### The metal 3 layer, run 1

Bar = 20 um.
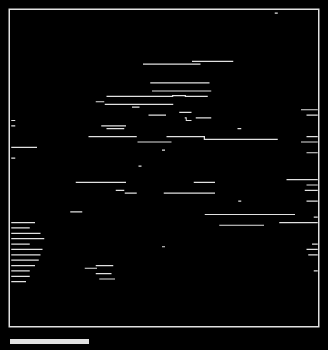
### Layout detail, run 1

Bar = 5 um. Window x 10 to 30, y 50 to 70 um. Cells in grey, sequential cells in the stronger grey; small squares are vias.
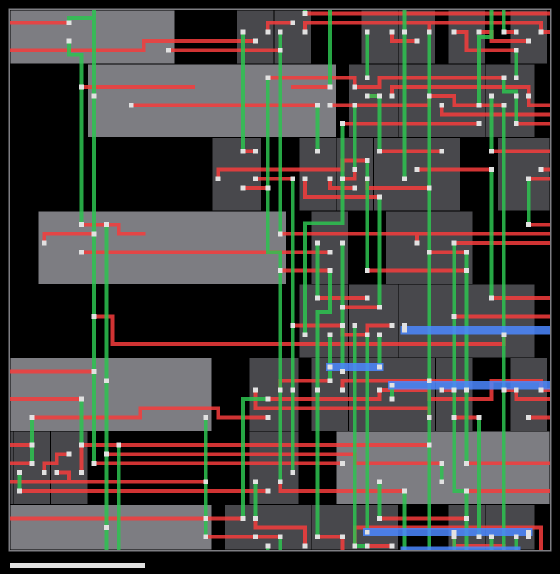
### Met2 routing, run 1

Bar = 20 um. Cells faint in the background.
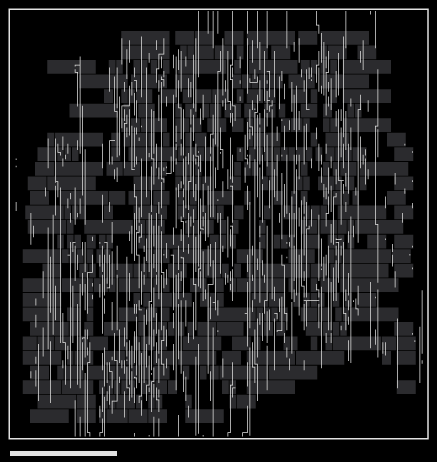
==> config.mk <==
export PLATFORM = sky130hd
export DESIGN_NAME = multicycle_control_unit_flat
export DESIGN_NICKNAME = d
export VERILOG_FILES = /design/src/rtl/multicycle_control_unit_pkg.sv /design/src/rtl/multicycle_control_unit_if.sv /design/src/rtl/multicycle_control_unit_decoder.sv /design/src/rtl/multicycle_control_unit.sv /design/src/flat_wrapper.sv
export SDC_FILE = /design/constraint.sdc
export NUM_CORES = 1
export LEC_CHECK = 0
export ABC_AREA = 1
export ABC_CLOCK_PERIOD_IN_PS = 3800
export CAP_MARGIN = 20
export CORE_AREA = 2 2 76 78
export CTS_CLUSTER_SIZE = 10
export DETAILED_ROUTE_END_ITERATION = 8
export DIE_AREA = 0 0 78 80
export PLACE_DENSITY = 0.78
export SETUP_SLACK_MARGIN = 0.5
export SYNTH_ARGS = -nofsm -noshare
export SYNTH_HDL_FRONTEND = slang
export SYNTH_SLANG_ARGS = --single-unit
==> constraint.sdc <==
create_clock -name clk -period 3.8 [get_ports clk]
set_input_delay 0.76 -clock clk [delete_from_list [all_inputs] [get_ports clk]]
set_output_delay 0.76 -clock clk [all_outputs]
set_load 0.1 [all_outputs]
==> reports/results.txt, run 1 <==
Status - completed
Core Region - 5410 um^2
R2R Setup Slk - 1.52 ns
# hold bufs at CTS - 0
Endpoints failing setup - 0
Final ANT Viol Nets - 0
Share of cells above drive strength 1 - 0.119
Post-Syn Area per Cell - 6.86 um^2
Worst path depth - 10
Max_cap viols - 0
Buffers & Inverters on Critical Path - 3
Largest net degree at the start of global routing - 40
Hold depth - 2
Comb pwr share - 0.603
Max reg flops - 32
First-pass GRT wire length - 12.1 mm
P_leak - 1.67 nW
Cell Type Count - 30
Post-layout period usage of the worst path - 0.847
Critical Path End Type - primary output
CP cell instances - clkdlybuf4s50_1, nand2_2, nor2_4, nand4_1, nor2_2, inv_1, a21oi_4, o21a_2, a21o_2, buf_12
Commonest non-fill, non-tap cell in the layout - nand2_1
Slew @ Worst Pin - 0.986 ns
Final net count - 457
Vias/cell - 5.30
Sequential-to-total area share from yosys stat - 0.350
Die width - 78 um
Port bufs - 58
First-pass detailed-route iteration total - 4
Pins Over Slew Limit - 0
# H-tree levels - 2
CTS Root Cell - clkbuf_8
Chip Area, Yosys - 2640 um^2
Inserted Clock Buffers - 5
Initial DRC count - 222
Startpoint Class - primary input
About 'The metal 3 layer':
main direction: horizontal
nets with wire on the layer: 56
longest straight run: 22.5 um
wire length on this layer: 384 um
share of all routed wire: 5.4%
vias: 2745
Routed Wire Length: 7.09 mm

About 'Layout detail':
| layer | colour |
|---|---|
| met1 | red |
| met2 | green |
| met3 | blue |
most frequent: nand2_1 (15), nand3_1 (8), dfrtp_1 (6)
sequential cells in the window: 6
cells with their middle in the window: 37

About 'Met2 routing':
main direction: vertical
nets with wire on the layer: 366
share of all routed wire: 47%
met2 Use GR: 0.391

## run 1: metrics by stage
step	instances	utilization	hold slack (ns)	area, um^2
6_report	518	0.655	0.510	3540
2_1_floorplan	385	-	0.464	2680
4_1_cts	515	0.650	0.505	3510
5_1_grt	518	0.655	0.532	3540
3_5_place_dp	507	0.634	0.483	3430
3_3_place_gp	507	0.634	0.474	3430
## run 1: synthesized netlist by cell type
cell      count  area share
o311ai_0      1      0.0033
nor3_2        2      0.0076
nand2_2       2      0.0047
nand2_4       2      0.0085
ha_1          1      0.0047
a21oi_1       3      0.0057
o21a_1        1      0.0028
dfrtp_1      37        0.35
nor3_1       17       0.032
a21o_1        1      0.0028
o211ai_1      1      0.0028
nor4_1       11       0.026
buf_6         3       0.013
buf_4         3      0.0085
a21oi_2       1      0.0033
clkbuf_1      1      0.0014
nand4_2       1      0.0047
nand2_1     139        0.20
nor2_4        2      0.0085
inv_1        26       0.037
buf_2         3      0.0057
nand3_2       1      0.0038
xor2_1       21       0.070
nand3_1      45       0.085
nand4_1       7       0.017
xnor2_1       9       0.030
nor2_2        1      0.0024
nor2_1       39       0.055
o21ai_0       1      0.0019
inv_2         3      0.0043
## run 1: tightest hold or removal path, delay by kind of cell (launching register included)
family,cells,cell delay [ns]
simple gates,2,0.12
flops,1,0.37
## run 1: kinds of logic after synthesis
logic type / synth area share
adders and majority gates: 0.00473
buffers and inverters: 0.0696
DFF: 0.350
AOI/OAI and AO/OA: 0.0227
and+or+nand+nor: 0.453
xor gates and xnor gates: 0.0994
## run 1: layer usage
layer	vias up	track usage	wire length, um	part of all wire
met2	97	0.391	3310	0.47
met3	10	0.0419	383	0.054
met5	-	0	0	0
met1	1275	0.339	3290	0.46
met4	0	0.0702	103	0.015
li1	1363	-	-	-
## run 1: what timing repair did
| item | CTS | global route |
|---|---|---|
| endpoints found under the setup margin | 1 | 1 |
| pin swaps | 0 | 3 |
| buffers inserted | 0 | 3 |
| gates resized | 1 | 2 |
## run 1: power groups by stage
stage | clock [mW] | combinational [mW] | sequential, mW
2_1_floorplan | 0 | 0.844 | 0.625
3_3_place_gp | 0 | 1.13 | 0.495
3_5_place_dp | 0 | 1.15 | 0.496
4_1_cts | 0.270 | 1.15 | 0.490
5_1_grt | 0.292 | 1.26 | 0.498
6_report | 0.271 | 1.16 | 0.491
## run 1: layout make-up
| type | instances | area share |
|---|---|---|
| Clock buffer | 6 | 0.0205 |
| Clock inverter | 2 | 0.00283 |
| Inverter | 29 | 0.0307 |
| Multi-Input combinational cell | 309 | 0.446 |
| Sequential cell | 37 | 0.261 |
| Tap cell | 72 | 0.0254 |
| Timing Repair Buffer | 63 | 0.213 |
### Routing congestion, run 1

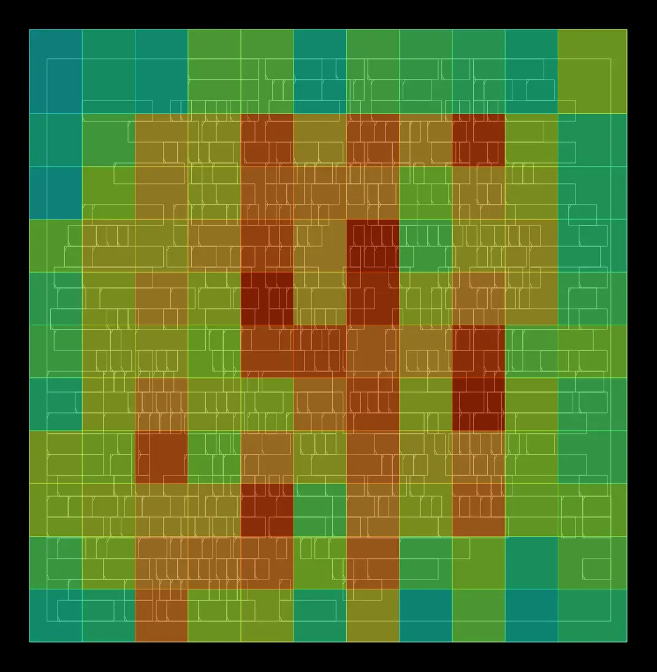

==> run 2: changes to the inputs <==
--- a/config.mk
+++ b/config.mk
@@ -6,13 +6,13 @@
 export NUM_CORES = 1
 export LEC_CHECK = 0
 export ABC_AREA = 1
-export ABC_CLOCK_PERIOD_IN_PS = 3800
+export ABC_CLOCK_PERIOD_IN_PS = 2800
 export CAP_MARGIN = 20
-export CORE_AREA = 2 2 76 78
+export CORE_AREA = 2 2 79 81
 export CTS_CLUSTER_SIZE = 10
 export DETAILED_ROUTE_END_ITERATION = 8
-export DIE_AREA = 0 0 78 80
-export PLACE_DENSITY = 0.78
+export DIE_AREA = 0 0 81 83
+export PLACE_DENSITY = 0.76
 export SETUP_SLACK_MARGIN = 0.5
 export SYNTH_ARGS = -nofsm -noshare
 export SYNTH_HDL_FRONTEND = slang
==> constraint.sdc (replaced) <==
create_clock -name clk -period 2.8 [get_ports clk]
set_input_delay 0.56 -clock clk [delete_from_list [all_inputs] [get_ports clk]]
set_output_delay 0.56 -clock clk [all_outputs]
set_load 0.1 [all_outputs]
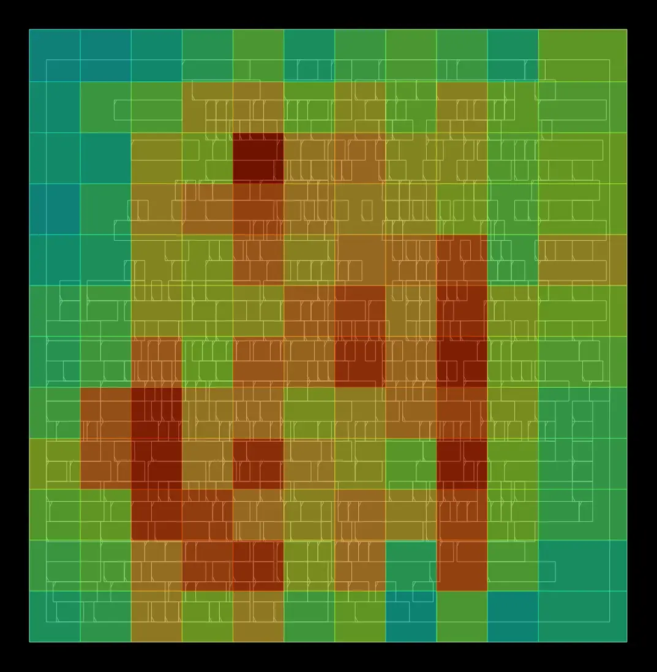
*Routing congestion, run 2*
final core occ: 0.676
met2 Use GR: 0.382

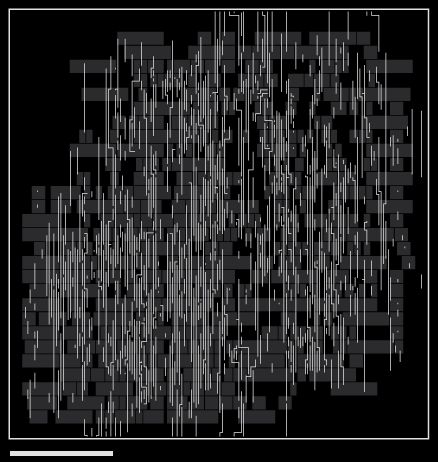
*Met2 routing, run 2*
Bar = 20 um. Cells faint in the background.
share of all routed wire: 49%
main direction: vertical
wire length on this layer: 4030 um
nets with wire on the layer: 400
vias: 2912
Routed Wire Length: 8.24 mm

==> reports/results.txt, run 2 <==
Status - completed
Cell Type Count - 30
Max reg flops - 32
R2R depth - 12
Synth Area in Adders - 0.00473
Commonest non-fill, non-tap cell in the layout - nand2_1
Pins Over Slew Limit - 0
Clk_skew - 0.00275 ns
Chip Area, Yosys - 2640 um^2
AND/OR/NAND/NOR Cells, Area Fraction - 0.453
Core Region - 5820 um^2
R2R Setup Slk - 0.61 ns
Syn Nets - 397
Die width - 81 um
Main flop type after synthesis - dfrtp_1
Sequential-to-total area share from yosys stat - 0.350
Placed Instance Area - 3600 um^2
Most numerous logic cells after layout - nand2_1 (132), buf_4 (67), nand3_1 (41)
Count leader, synth - nand2_1
Total global routing track utilization - 0.245
Ao+oa area frac - 0.0227
Total power - 3.02 mW
P_leak - 1.96 nW
Largest cells by area - dfrtp_1 (35%), nand2_1 (20%), nand3_1 (8.5%)
Max_cap viols - 0
Slew @ Worst Pin - 0.521 ns
CTS Root Cell - clkbuf_8
Die Ht - 83 um
Share of cells above drive strength 1 - 0.335
Io pins - 59
Worst setup path category - reg2out
Final ANT Viol Nets - 0
Largest logic family - simple AND/OR/NAND/NOR gates
Non-filler cells, final - 552
Comb pwr share - 0.665
# H-tree levels - 2
First-pass GRT wire length - 13.1 mm
Post-route minimum period - 2.39 ns
Die area - 6720 um^2
Placed cells - 523
First-pass detailed-route iteration total - 8
Area fraction in mux cells - 0
Power Dens Cells - 768 nW/um^2
Startpoint Class - register
Area growth syn-to-layout - 48.8%
EDFF count, synth - 0
Post-synth ARST share - 1.00
CTS tree - yes
Port bufs - 58
Worst hold slack - 0.168 ns
Mapped Cells - 385
Synthesized cell area - 2640 um^2
Area leader, netlist - dfrtp_1
Final Instance Area - 3930 um^2
Initial DRC count - 222
Area leader share - 0.350
Largest net degree at the start of global routing - 33
Final net count - 488
Top cells by count - nand2_1 (139), nand3_1 (45), nor2_1 (39), dfrtp_1 (37), inv_1 (26)
# rows - 28
Endpoints failing setup - 0
Int Pwr - 1.40 mW
Grt ovf - 0
Inserted Clock Buffers - 5
Vias/cell - 5.28
XOR Share, Synth - 0.0994
Critical Path End Type - primary output
Post-layout period usage of the worst path - 0.852
Peak supply drop - 0.000928 V
Post-Syn Area per Cell - 6.86 um^2
## run 2: cell type report
class | instances | area, um^2 | share of cell area
flip-flops and latches | 37 | 930 | 0.236
inverters | 29 | 128 | 0.0325
multi-input cells | 309 | 1770 | 0.450
repair buffers | 94 | 928 | 0.236
clock buffers | 6 | 72.6 | 0.0185
well taps | 75 | 93.8 | 0.0239
clock inverters | 2 | 10.0 | 0.00255
## run 2: timing repair
item                       CTS  global route
setup endpoints to repair   44            10
pin swaps                   10            14
hold buffers                 0             0
setup buffers               14             7
resized                     46            18
## run 2: cells by family (layout without fill, tap and decap cells)
group | count (synthesis) | after routing
xor+xnor | 30 | 30
fa+ha+maj | 1 | 1
simple gates | 269 | 269
buf+inv | 39 | 131
flops | 37 | 37
compound gates | 9 | 9
## run 2: power groups by stage
stage                     clock network (mW)  logic, mW  registers, mW
after CTS                              0.374       1.89          0.647
after floorplan                            0       1.20          0.859
after global routing                   0.400       2.15          0.658
after detailed placement                   0       1.78          0.686
after global placement                     0       1.77          0.684
final                                  0.363       2.01          0.649
## run 2: metal layers
metal  wire length [um]  vias to the layer above  track usage
met1               3580                     1352        0.338
met3                500                       14       0.0489
met5                  0                        -            0
met4                127                        0       0.0832
met2               4030                      116        0.382
li1                   -                     1430            -
## run 2: critical path, stage by stage, from the launching register on
cell and delay (ns):
dfrtp_2 0.44, nor3_4 0.26, inv_4 0.09, nor2_4 0.10
inv_2 0.06, a21oi_4 0.16, o21a_4 0.17, a21o_4 0.10
buf_12 0.16
No activity file was given, so power comes from the tool's default toggle rates.
